--- config.mk ---
export PLATFORM = sky130hd
export DESIGN_NAME = id_ex_stage_flat
export DESIGN_NICKNAME = d
export VERILOG_FILES = /design/src/rtl/id_ex_stage_pkg.sv /design/src/rtl/id_ex_stage_if.sv /design/src/rtl/id_ex_stage_fwd_mux.sv /design/src/rtl/id_ex_stage.sv /design/src/flat_wrapper.sv
export SDC_FILE = /design/constraint.sdc
export NUM_CORES = 1
export LEC_CHECK = 0
export CAP_MARGIN = 20
export CELL_PAD_IN_SITES_DETAIL_PLACEMENT = 0
export CELL_PAD_IN_SITES_GLOBAL_PLACEMENT = 1
export CORE_MARGIN = 2
export CORE_UTILIZATION = 30
export CTS_BUF_LIST = sky130_fd_sc_hd__clkbuf_16
export CTS_CLUSTER_DIAMETER = 200
export DETAILED_ROUTE_END_ITERATION = 8
export PLACE_DENSITY_LB_ADDON = 0.1
export SYNTH_ARGS = -nofsm -noshare
export SYNTH_HDL_FRONTEND = slang
export SYNTH_SLANG_ARGS = --single-unit
--- constraint.sdc ---
create_clock -name clk -period 3.25 [get_ports clk]
set_clock_uncertainty 0.15 [all_clocks]
set_input_delay 0.975 -clock clk [delete_from_list [all_inputs] [get_ports clk]]
set_output_delay 0.975 -clock clk [all_outputs]
set_load 0.01 [all_outputs]
--- src/rtl/id_ex_stage_pkg.sv ---
`default_nettype none
// ============================================================================
// Module      : id_ex_stage_pkg
// Description : Shared constants and types for the ID/EX stage: datapath and
//               register-index widths, ALU opcode encodings, the NOP field set
//               loaded into a bubble slot, and the forwarding-source enum.
// Revision    : 1.0  initial release
// ============================================================================
package id_ex_stage_pkg;

    localparam int REG_DATA_BUS = 32;
    localparam int REG_ADDR_BUS = 5;

    // ALU opcode encodings seen by the downstream combinational ALU
    localparam logic [3:0] ALU_ADD  = 4'd0;
    localparam logic [3:0] ALU_SUB  = 4'd1;
    localparam logic [3:0] ALU_SLL  = 4'd2;
    localparam logic [3:0] ALU_SLT  = 4'd3;
    localparam logic [3:0] ALU_SLTU = 4'd4;
    localparam logic [3:0] ALU_XOR  = 4'd5;
    localparam logic [3:0] ALU_SRL  = 4'd6;
    localparam logic [3:0] ALU_SRA  = 4'd7;
    localparam logic [3:0] ALU_OR   = 4'd8;
    localparam logic [3:0] ALU_AND  = 4'd9;

    // Field values written into the slot when it turns into a bubble
    localparam logic [3:0] NOP_ALU_OP = ALU_ADD;
    localparam logic       NOP_RD_WE  = 1'b0;

    // Which candidate a forwarding mux picked for one source operand
    typedef enum logic [1:0] {
        FWD_ZERO = 2'd0,
        FWD_MEM  = 2'd1,
        FWD_WB   = 2'd2,
        FWD_RF   = 2'd3
    } fwd_sel_e;

    // The ALU shifts by the whole operand, so shift ops need a 5-bit shamt
    function automatic logic is_shift_op(input logic [3:0] op);
        return (op == ALU_SLL) || (op == ALU_SRL) || (op == ALU_SRA);
    endfunction

endpackage : id_ex_stage_pkg
`default_nettype wire

--- src/rtl/id_ex_stage_if.sv ---
`default_nettype none
// ============================================================================
// Module      : id_ex_stage_if
// Description : Bundle of every ID-side, forwarding, control and EX-side
//               signal of the ID/EX stage.
//               master : the surrounding pipeline (drives ID/fwd/control).
//               slave  : the id_ex_stage itself.
// Revision    : 1.0  initial release
// ============================================================================
interface id_ex_stage_if #(
    parameter int XLEN    = 32,
    parameter int RADDR_W = 5
);
    // ID-side decoded instruction
    logic               id_valid_i;
    logic [XLEN-1:0]    id_pc_i;
    logic [RADDR_W-1:0] id_rs1_addr_i;
    logic [RADDR_W-1:0] id_rs2_addr_i;
    logic [XLEN-1:0]    id_rs1_data_i;
    logic [XLEN-1:0]    id_rs2_data_i;
    logic [XLEN-1:0]    id_imm_i;
    logic               id_src1_pc_i;
    logic               id_src2_imm_i;
    logic [3:0]         id_alu_op_i;
    logic [RADDR_W-1:0] id_rd_addr_i;
    logic               id_rd_we_i;
    logic               id_mem_read_i;
    // Forwarding candidates
    logic [RADDR_W-1:0] mem_rd_addr_i;
    logic               mem_rd_we_i;
    logic [XLEN-1:0]    mem_rd_data_i;
    logic [RADDR_W-1:0] wb_rd_addr_i;
    logic               wb_rd_we_i;
    logic [XLEN-1:0]    wb_rd_data_i;
    // Pipeline control
    logic               stall_i;
    logic               flush_i;
    // Stage outputs
    logic               hazard_stall_o;
    logic               ex_valid_o;
    logic [XLEN-1:0]    alu_data1_o;
    logic [XLEN-1:0]    alu_data2_o;
    logic [3:0]         alu_op_o;
    logic [XLEN-1:0]    ex_rs2_fwd_o;
    logic [RADDR_W-1:0] ex_rd_addr_o;
    logic               ex_rd_we_o;
    logic               ex_mem_read_o;

    modport master (
        output id_valid_i, id_pc_i, id_rs1_addr_i, id_rs2_addr_i,
               id_rs1_data_i, id_rs2_data_i, id_imm_i, id_src1_pc_i,
               id_src2_imm_i, id_alu_op_i, id_rd_addr_i, id_rd_we_i,
               id_mem_read_i, mem_rd_addr_i, mem_rd_we_i, mem_rd_data_i,
               wb_rd_addr_i, wb_rd_we_i, wb_rd_data_i, stall_i, flush_i,
        input  hazard_stall_o, ex_valid_o, alu_data1_o, alu_data2_o,
               alu_op_o, ex_rs2_fwd_o, ex_rd_addr_o, ex_rd_we_o, ex_mem_read_o
    );

    modport slave (
        input  id_valid_i, id_pc_i, id_rs1_addr_i, id_rs2_addr_i,
               id_rs1_data_i, id_rs2_data_i, id_imm_i, id_src1_pc_i,
               id_src2_imm_i, id_alu_op_i, id_rd_addr_i, id_rd_we_i,
               id_mem_read_i, mem_rd_addr_i, mem_rd_we_i, mem_rd_data_i,
               wb_rd_addr_i, wb_rd_we_i, wb_rd_data_i, stall_i, flush_i,
        output hazard_stall_o, ex_valid_o, alu_data1_o, alu_data2_o,
               alu_op_o, ex_rs2_fwd_o, ex_rd_addr_o, ex_rd_we_o, ex_mem_read_o
    );

endinterface : id_ex_stage_if
`default_nettype wire

--- src/rtl/id_ex_stage_fwd_mux.sv ---
`default_nettype none
// ============================================================================
// Module      : id_ex_stage_fwd_mux
// Description : Forwarding selector for one source operand. Picks the EX/MEM
//               result, then the MEM/WB result, then the registered
//               register-file data; index x0 always yields zero.
// Ports       : rs_addr_i/rf_data_i       registered source index and data
//               mem_rd_*_i / wb_rd_*_i    forwarding candidates
//               fwd_data_o                resolved operand
// Revision    : 1.0  initial release
// ============================================================================
module id_ex_stage_fwd_mux
    import id_ex_stage_pkg::*;
#(
    parameter int XLEN    = 32,
    parameter int RADDR_W = 5
) (
    input  wire logic [RADDR_W-1:0] rs_addr_i,
    input  wire logic [XLEN-1:0]    rf_data_i,
    input  wire logic [RADDR_W-1:0] mem_rd_addr_i,
    input  wire logic               mem_rd_we_i,
    input  wire logic [XLEN-1:0]    mem_rd_data_i,
    input  wire logic [RADDR_W-1:0] wb_rd_addr_i,
    input  wire logic               wb_rd_we_i,
    input  wire logic [XLEN-1:0]    wb_rd_data_i,
    output logic      [XLEN-1:0]    fwd_data_o
);

    fwd_sel_e w_sel;

    always_comb begin
        w_sel = FWD_RF;
        if (rs_addr_i == '0) begin
            w_sel = FWD_ZERO;
        end else if (mem_rd_we_i && (mem_rd_addr_i == rs_addr_i)) begin
            // Younger producer wins over MEM/WB
            w_sel = FWD_MEM;
        end else if (wb_rd_we_i && (wb_rd_addr_i == rs_addr_i)) begin
            w_sel = FWD_WB;
        end
    end

    always_comb begin
        fwd_data_o = rf_data_i;
        case (w_sel)
            FWD_ZERO: fwd_data_o = '0;
            FWD_MEM:  fwd_data_o = mem_rd_data_i;
            FWD_WB:   fwd_data_o = wb_rd_data_i;
            default:  fwd_data_o = rf_data_i;
        endcase
    end

endmodule : id_ex_stage_fwd_mux
`default_nettype wire

--- src/rtl/id_ex_stage.sv ---
`default_nettype none
// ============================================================================
// Module      : id_ex_stage
// Description : ID/EX pipeline register with the EX-side operand network.
//               Captures decoded ID fields, resolves EX/MEM and MEM/WB
//               forwarding for both sources, selects PC/immediate operands,
//               masks shift amounts, detects load-use hazards and applies
//               flush/stall/bubble control.
// Ports       : clk, rst (synchronous, active-high)
//               bus : id_ex_stage_if.slave carrying ID inputs, forwarding
//                     candidates, stall/flush and all EX-side outputs.
// Revision    : 1.0  initial release
// ============================================================================
module id_ex_stage
    import id_ex_stage_pkg::*;
#(
    parameter int XLEN    = REG_DATA_BUS,
    parameter int RADDR_W = REG_ADDR_BUS
) (
    input  wire logic     clk,
    input  wire logic     rst,
    id_ex_stage_if.slave  bus
);

    // ------------------------------------------------------------------
    // Stage registers
    // ------------------------------------------------------------------
    logic               valid_q,    valid_d;
    logic [XLEN-1:0]    pc_q,       pc_d;
    logic [RADDR_W-1:0] rs1_addr_q, rs1_addr_d;
    logic [RADDR_W-1:0] rs2_addr_q, rs2_addr_d;
    logic [XLEN-1:0]    rs1_data_q, rs1_data_d;
    logic [XLEN-1:0]    rs2_data_q, rs2_data_d;
    logic [XLEN-1:0]    imm_q,      imm_d;
    logic               src1_pc_q,  src1_pc_d;
    logic               src2_imm_q, src2_imm_d;
    logic [3:0]         alu_op_q,   alu_op_d;
    logic [RADDR_W-1:0] rd_addr_q,  rd_addr_d;
    logic               rd_we_q,    rd_we_d;
    logic               mem_read_q, mem_read_d;

    logic               w_hazard;
    logic [XLEN-1:0]    w_fwd_rs1;
    logic [XLEN-1:0]    w_fwd_rs2;
    logic [XLEN-1:0]    w_op2;
    logic [XLEN-1:0]    w_alu_data2;

    // ------------------------------------------------------------------
    // Load-use hazard: the load in EX cannot forward to the instruction
    // in ID this cycle. A redirect kills ID anyway, so no hold is needed.
    // ------------------------------------------------------------------
    always_comb begin
        w_hazard = 1'b0;
        if (!bus.flush_i && valid_q && mem_read_q && (rd_addr_q != '0) &&
            bus.id_valid_i &&
            ((rd_addr_q == bus.id_rs1_addr_i) || (rd_addr_q == bus.id_rs2_addr_i))) begin
            w_hazard = 1'b1;
        end
    end

    // ------------------------------------------------------------------
    // Next-state: flush > stall > bubble > normal load
    // ------------------------------------------------------------------
    always_comb begin
        valid_d    = valid_q;
        pc_d       = pc_q;
        rs1_addr_d = rs1_addr_q;
        rs2_addr_d = rs2_addr_q;
        rs1_data_d = rs1_data_q;
        rs2_data_d = rs2_data_q;
        imm_d      = imm_q;
        src1_pc_d  = src1_pc_q;
        src2_imm_d = src2_imm_q;
        alu_op_d   = alu_op_q;
        rd_addr_d  = rd_addr_q;
        rd_we_d    = rd_we_q;
        mem_read_d = mem_read_q;

        if (bus.flush_i) begin
            valid_d    = 1'b0;
            rd_we_d    = 1'b0;
            mem_read_d = 1'b0;
        end else if (bus.stall_i) begin
            // hold every field
        end else if (w_hazard) begin
            valid_d    = 1'b0;
            alu_op_d   = NOP_ALU_OP;
            rd_addr_d  = '0;
            rd_we_d    = NOP_RD_WE;
            mem_read_d = 1'b0;
        end else begin
            valid_d    = bus.id_valid_i;
            pc_d       = bus.id_pc_i;
            rs1_addr_d = bus.id_rs1_addr_i;
            rs2_addr_d = bus.id_rs2_addr_i;
            rs1_data_d = bus.id_rs1_data_i;
            rs2_data_d = bus.id_rs2_data_i;
            imm_d      = bus.id_imm_i;
            src1_pc_d  = bus.id_src1_pc_i;
            src2_imm_d = bus.id_src2_imm_i;
            alu_op_d   = bus.id_alu_op_i;
            rd_addr_d  = bus.id_rd_addr_i;
            rd_we_d    = bus.id_rd_we_i;
            mem_read_d = bus.id_mem_read_i;
        end
    end

    always_ff @(posedge clk) begin
        if (rst) begin
            valid_q    <= 1'b0;
            pc_q       <= '0;
            rs1_addr_q <= '0;
            rs2_addr_q <= '0;
            rs1_data_q <= '0;
            rs2_data_q <= '0;
            imm_q      <= '0;
            src1_pc_q  <= 1'b0;
            src2_imm_q <= 1'b0;
            alu_op_q   <= ALU_ADD;
            rd_addr_q  <= '0;
            rd_we_q    <= 1'b0;
            mem_read_q <= 1'b0;
        end else begin
            valid_q    <= valid_d;
            pc_q       <= pc_d;
            rs1_addr_q <= rs1_addr_d;
            rs2_addr_q <= rs2_addr_d;
            rs1_data_q <= rs1_data_d;
            rs2_data_q <= rs2_data_d;
            imm_q      <= imm_d;
            src1_pc_q  <= src1_pc_d;
            src2_imm_q <= src2_imm_d;
            alu_op_q   <= alu_op_d;
            rd_addr_q  <= rd_addr_d;
            rd_we_q    <= rd_we_d;
            mem_read_q <= mem_read_d;
        end
    end

    // ------------------------------------------------------------------
    // Forwarding network: re-evaluated every cycle, also while stalled,
    // so a held instruction picks up results that retire meanwhile.
    // ------------------------------------------------------------------
    id_ex_stage_fwd_mux #(
        .XLEN    (XLEN),
        .RADDR_W (RADDR_W)
    ) u_fwd_rs1 (
        .rs_addr_i     (rs1_addr_q),
        .rf_data_i     (rs1_data_q),
        .mem_rd_addr_i (bus.mem_rd_addr_i),
        .mem_rd_we_i   (bus.mem_rd_we_i),
        .mem_rd_data_i (bus.mem_rd_data_i),
        .wb_rd_addr_i  (bus.wb_rd_addr_i),
        .wb_rd_we_i    (bus.wb_rd_we_i),
        .wb_rd_data_i  (bus.wb_rd_data_i),
        .fwd_data_o    (w_fwd_rs1)
    );

    id_ex_stage_fwd_mux #(
        .XLEN    (XLEN),
        .RADDR_W (RADDR_W)
    ) u_fwd_rs2 (
        .rs_addr_i     (rs2_addr_q),
        .rf_data_i     (rs2_data_q),
        .mem_rd_addr_i (bus.mem_rd_addr_i),
        .mem_rd_we_i   (bus.mem_rd_we_i),
        .mem_rd_data_i (bus.mem_rd_data_i),
        .wb_rd_addr_i  (bus.wb_rd_addr_i),
        .wb_rd_we_i    (bus.wb_rd_we_i),
        .wb_rd_data_i  (bus.wb_rd_data_i),
        .fwd_data_o    (w_fwd_rs2)
    );

    // ------------------------------------------------------------------
    // Operand select and shift-amount masking
    // ------------------------------------------------------------------
    always_comb begin
        w_op2       = src2_imm_q ? imm_q : w_fwd_rs2;
        w_alu_data2 = w_op2;
        if (is_shift_op(alu_op_q)) begin
            w_alu_data2      = '0;
            w_alu_data2[4:0] = w_op2[4:0];
        end
    end

    assign bus.hazard_stall_o = w_hazard;
    assign bus.ex_valid_o     = valid_q;
    assign bus.alu_data1_o    = src1_pc_q ? pc_q : w_fwd_rs1;
    assign bus.alu_data2_o    = w_alu_data2;
    assign bus.alu_op_o       = alu_op_q;
    assign bus.ex_rs2_fwd_o   = w_fwd_rs2;
    assign bus.ex_rd_addr_o   = rd_addr_q;
    // An empty slot must never write back or start a load
    assign bus.ex_rd_we_o     = valid_q & rd_we_q;
    assign bus.ex_mem_read_o  = valid_q & mem_read_q;

endmodule : id_ex_stage
`default_nettype wire

--- src/flat_wrapper.sv ---
// flat-port wrapper written by rule: the top's interface ports become plain ports
module id_ex_stage_flat import id_ex_stage_pkg::*;
#(
    parameter int XLEN    = REG_DATA_BUS,
    parameter int RADDR_W = REG_ADDR_BUS
)
  (clk, rst, bus_id_valid_i, bus_id_pc_i, bus_id_rs1_addr_i, bus_id_rs2_addr_i, bus_id_rs1_data_i, bus_id_rs2_data_i, bus_id_imm_i, bus_id_src1_pc_i, bus_id_src2_imm_i, bus_id_alu_op_i, bus_id_rd_addr_i, bus_id_rd_we_i, bus_id_mem_read_i, bus_mem_rd_addr_i, bus_mem_rd_we_i, bus_mem_rd_data_i, bus_wb_rd_addr_i, bus_wb_rd_we_i, bus_wb_rd_data_i, bus_stall_i, bus_flush_i, bus_hazard_stall_o, bus_ex_valid_o, bus_alu_data1_o, bus_alu_data2_o, bus_alu_op_o, bus_ex_rs2_fwd_o, bus_ex_rd_addr_o, bus_ex_rd_we_o, bus_ex_mem_read_o);
  id_ex_stage_if #(.XLEN(XLEN), .RADDR_W(RADDR_W)) bus_i ();
  input  wire logic clk;
  input  wire logic rst;
  input wire logic [$bits(bus_i.id_valid_i)-1:0] bus_id_valid_i;
  input wire logic [$bits(bus_i.id_pc_i)-1:0] bus_id_pc_i;
  input wire logic [$bits(bus_i.id_rs1_addr_i)-1:0] bus_id_rs1_addr_i;
  input wire logic [$bits(bus_i.id_rs2_addr_i)-1:0] bus_id_rs2_addr_i;
  input wire logic [$bits(bus_i.id_rs1_data_i)-1:0] bus_id_rs1_data_i;
  input wire logic [$bits(bus_i.id_rs2_data_i)-1:0] bus_id_rs2_data_i;
  input wire logic [$bits(bus_i.id_imm_i)-1:0] bus_id_imm_i;
  input wire logic [$bits(bus_i.id_src1_pc_i)-1:0] bus_id_src1_pc_i;
  input wire logic [$bits(bus_i.id_src2_imm_i)-1:0] bus_id_src2_imm_i;
  input wire logic [$bits(bus_i.id_alu_op_i)-1:0] bus_id_alu_op_i;
  input wire logic [$bits(bus_i.id_rd_addr_i)-1:0] bus_id_rd_addr_i;
  input wire logic [$bits(bus_i.id_rd_we_i)-1:0] bus_id_rd_we_i;
  input wire logic [$bits(bus_i.id_mem_read_i)-1:0] bus_id_mem_read_i;
  input wire logic [$bits(bus_i.mem_rd_addr_i)-1:0] bus_mem_rd_addr_i;
  input wire logic [$bits(bus_i.mem_rd_we_i)-1:0] bus_mem_rd_we_i;
  input wire logic [$bits(bus_i.mem_rd_data_i)-1:0] bus_mem_rd_data_i;
  input wire logic [$bits(bus_i.wb_rd_addr_i)-1:0] bus_wb_rd_addr_i;
  input wire logic [$bits(bus_i.wb_rd_we_i)-1:0] bus_wb_rd_we_i;
  input wire logic [$bits(bus_i.wb_rd_data_i)-1:0] bus_wb_rd_data_i;
  input wire logic [$bits(bus_i.stall_i)-1:0] bus_stall_i;
  input wire logic [$bits(bus_i.flush_i)-1:0] bus_flush_i;
  output wire logic [$bits(bus_i.hazard_stall_o)-1:0] bus_hazard_stall_o;
  output wire logic [$bits(bus_i.ex_valid_o)-1:0] bus_ex_valid_o;
  output wire logic [$bits(bus_i.alu_data1_o)-1:0] bus_alu_data1_o;
  output wire logic [$bits(bus_i.alu_data2_o)-1:0] bus_alu_data2_o;
  output wire logic [$bits(bus_i.alu_op_o)-1:0] bus_alu_op_o;
  output wire logic [$bits(bus_i.ex_rs2_fwd_o)-1:0] bus_ex_rs2_fwd_o;
  output wire logic [$bits(bus_i.ex_rd_addr_o)-1:0] bus_ex_rd_addr_o;
  output wire logic [$bits(bus_i.ex_rd_we_o)-1:0] bus_ex_rd_we_o;
  output wire logic [$bits(bus_i.ex_mem_read_o)-1:0] bus_ex_mem_read_o;
  assign bus_i.id_valid_i = bus_id_valid_i;
  assign bus_i.id_pc_i = bus_id_pc_i;
  assign bus_i.id_rs1_addr_i = bus_id_rs1_addr_i;
  assign bus_i.id_rs2_addr_i = bus_id_rs2_addr_i;
  assign bus_i.id_rs1_data_i = bus_id_rs1_data_i;
  assign bus_i.id_rs2_data_i = bus_id_rs2_data_i;
  assign bus_i.id_imm_i = bus_id_imm_i;
  assign bus_i.id_src1_pc_i = bus_id_src1_pc_i;
  assign bus_i.id_src2_imm_i = bus_id_src2_imm_i;
  assign bus_i.id_alu_op_i = bus_id_alu_op_i;
  assign bus_i.id_rd_addr_i = bus_id_rd_addr_i;
  assign bus_i.id_rd_we_i = bus_id_rd_we_i;
  assign bus_i.id_mem_read_i = bus_id_mem_read_i;
  assign bus_i.mem_rd_addr_i = bus_mem_rd_addr_i;
  assign bus_i.mem_rd_we_i = bus_mem_rd_we_i;
  assign bus_i.mem_rd_data_i = bus_mem_rd_data_i;
  assign bus_i.wb_rd_addr_i = bus_wb_rd_addr_i;
  assign bus_i.wb_rd_we_i = bus_wb_rd_we_i;
  assign bus_i.wb_rd_data_i = bus_wb_rd_data_i;
  assign bus_i.stall_i = bus_stall_i;
  assign bus_i.flush_i = bus_flush_i;
  assign bus_hazard_stall_o = bus_i.hazard_stall_o;
  assign bus_ex_valid_o = bus_i.ex_valid_o;
  assign bus_alu_data1_o = bus_i.alu_data1_o;
  assign bus_alu_data2_o = bus_i.alu_data2_o;
  assign bus_alu_op_o = bus_i.alu_op_o;
  assign bus_ex_rs2_fwd_o = bus_i.ex_rs2_fwd_o;
  assign bus_ex_rd_addr_o = bus_i.ex_rd_addr_o;
  assign bus_ex_rd_we_o = bus_i.ex_rd_we_o;
  assign bus_ex_mem_read_o = bus_i.ex_mem_read_o;
  id_ex_stage #(.XLEN(XLEN), .RADDR_W(RADDR_W)) u_core (.clk(clk), .rst(rst), .bus(bus_i));
endmodule
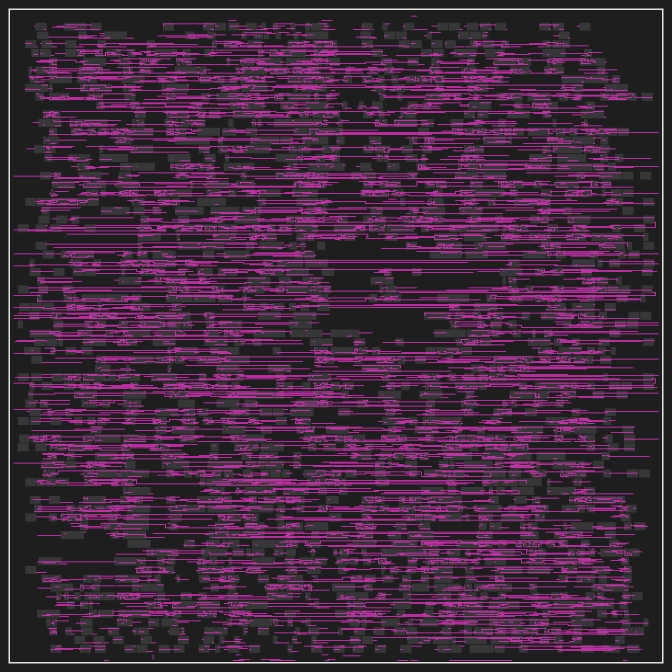
**Above:** the metal 1 layer.
main direction: horizontal
wire length on this layer: 26.8 mm
routed wire length: 56800 um
total number of vias: 13300
GR Layer Usage met1: 0.387

==> results.txt <==
Entry: Yosys synthesis followed by OpenROAD place and route.

Finish:
- The library cell used most frequently in the layout, excluding fill and tap cells, is sky130_fd_sc_hd__nor3b_1.
- The run puts the utilization after layout at 0.478.
- Once layout is done, the placed cells without fillers occupy 0.0185 mm2.
- The run gives the clock buffer count in the final layout as 17.
- The run gives the storage element area as 0.00304 mm2.
- Of all the cell area in the finished design, the clock network holds 0.0319.
- The layout has 510 buffers outside the clock class.

Clock tree:
- Once the clock tree was built, the resizer swapped 574 gates to a different size.
- The run gives the number of hold buffers added after cts as 0.
- The run puts the TritonCTS buffer count at 17.
- TritonCTS built the clock tree.

Power:
- The run puts the leakage dissipation at 6.71 nW.

Place:
- The run gives the final weighted congestion of routability-driven global placement as 0.909.
- The run gives the placement-stage worst setup slack as -1.32 ns.
- The run puts the HPWL reported at the end of detailed placement at 38500 um.

Yosys:
- The run gives the cell type with the highest aggregate area in the netlist as sky130_fd_sc_hd__dfxtp_1.
- The run gives the number of distinct standard cells referenced by the synthesized netlist as 47.
- For this run, the chip area from Yosys synthesis comes to 0.0118 mm2.
- By count the netlist is led by 285 x sky130_fd_sc_hd__nor3b_1, 172 x sky130_fd_sc_hd__mux2i_1, 167 x sky130_fd_sc_hd__a32oi_1, 152 x sky130_fd_sc_hd__dfxtp_1, 148 x sky130_fd_sc_hd__nand2_1.
- Per the post-synthesis stats, the area per cell is 8.34 um2.
- The run gives the number of standard cells after synthesis as 1415.

STA:
- Dividing the final minimum period by the clock period gives 1.21.
- The run gives the final setup violation count as 96.
- The run puts the final worst hold slack at 0.335 ns.
- The run gives the least setup slack across all paths after layout as -0.666 ns.

Worst hold path:
- The run gives the type of the tightest min-delay check as reg2reg.

Route:
- The run gives the via-per-instance ratio as 5.76.
- The run puts the DRC violation count after routing at 0.

Global routing:
- The run puts the global-route wire length before repair at 83000 um.
- The via count of the first global-routing pass came to 12600.

Setup path:
- The number of cells on the worst reg-to-reg path is 7.
- The run gives the worst path arrival time as 2.79 ns.

Outcome:
- The run finished, with violations left.
- The final reports fail on setup timing.

Die:
- The initial utilization of the core area, before any placement, comes to 0.305.
- Per the OpenROAD floorplan log, the area of the die is 0.0409 mm2.
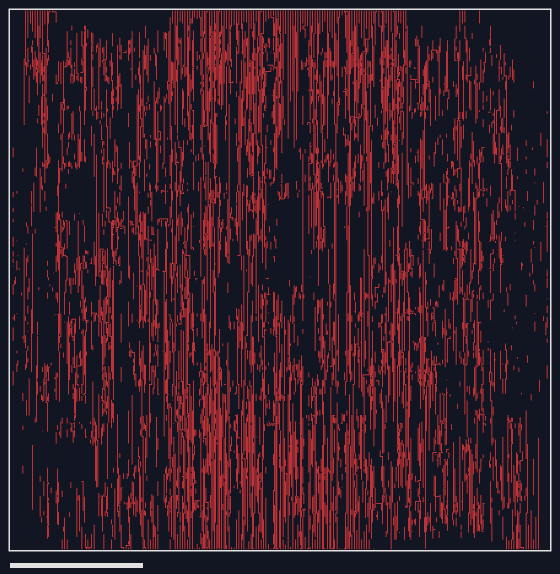
**Above:** M2 wires.
The bar under the picture is 50 um long.
share of all routed wire: 45%
nets with wire on the layer: 1716
main direction: vertical
wire length on this layer: 25.4 mm
longest straight run: 98.3 um
GRT met2 Usage: 0.401

state kept, by name, summed over array words and instances, names as in the netlist, 4 cells and up:
signal	count
u_core.pc_q	32
u_core.rs2_data_q	32
u_core.rs1_data_q	32
u_core.rs2_addr_q	5
u_core.rs1_addr_q	5
u_core.bus.ex_rd_addr_o	5
u_core.bus.alu_op_o	4
u_core.imm_q	32
worst max-delay path: stages:
cell and delay, ns:
sky130_fd_sc_hd__buf_6 0.09, sky130_fd_sc_hd__xor2_1 0.14, sky130_fd_sc_hd__nor4_1 0.32, sky130_fd_sc_hd__and3_4 0.36, sky130_fd_sc_hd__buf_12 0.16, sky130_fd_sc_hd__buf_12 0.11
sky130_fd_sc_hd__buf_12 0.13, sky130_fd_sc_hd__mux2i_4 0.25, sky130_fd_sc_hd__a211oi_2 0.09, sky130_fd_sc_hd__buf_2 0.15
per-layer routing:
| layer | up-vias | wire length, um | share of wire |
|---|---|---|---|
| li1 | 6196 | - | - |
| met1 | 6614 | 26800 | 0.47 |
| met2 | 440 | 25400 | 0.45 |
| met3 | 63 | 3070 | 0.054 |
| met4 | 2 | 1520 | 0.027 |
| met5 | - | 13 | 0.00023 |
report_power, final:
group          switching [mW]  internal, mW  leakage [nW]
clock network           0.854          1.26         0.296
logic                    1.12          1.13          5.16
registers               0.202          2.02          1.26
kinds of logic (layout without fill, tap and decap cells):
family          Yosys count  after routing  share of synthesized area
simple gates            558            559                      0.283
compound gates          320            320                      0.224
buf+inv                 183            554                     0.0676
mux                     172            172                      0.146
flops                   152            152                      0.258
xor+xnor                 30             30                     0.0223
other cells               0              6                          0
Power is estimated from default activity; no workload was simulated.
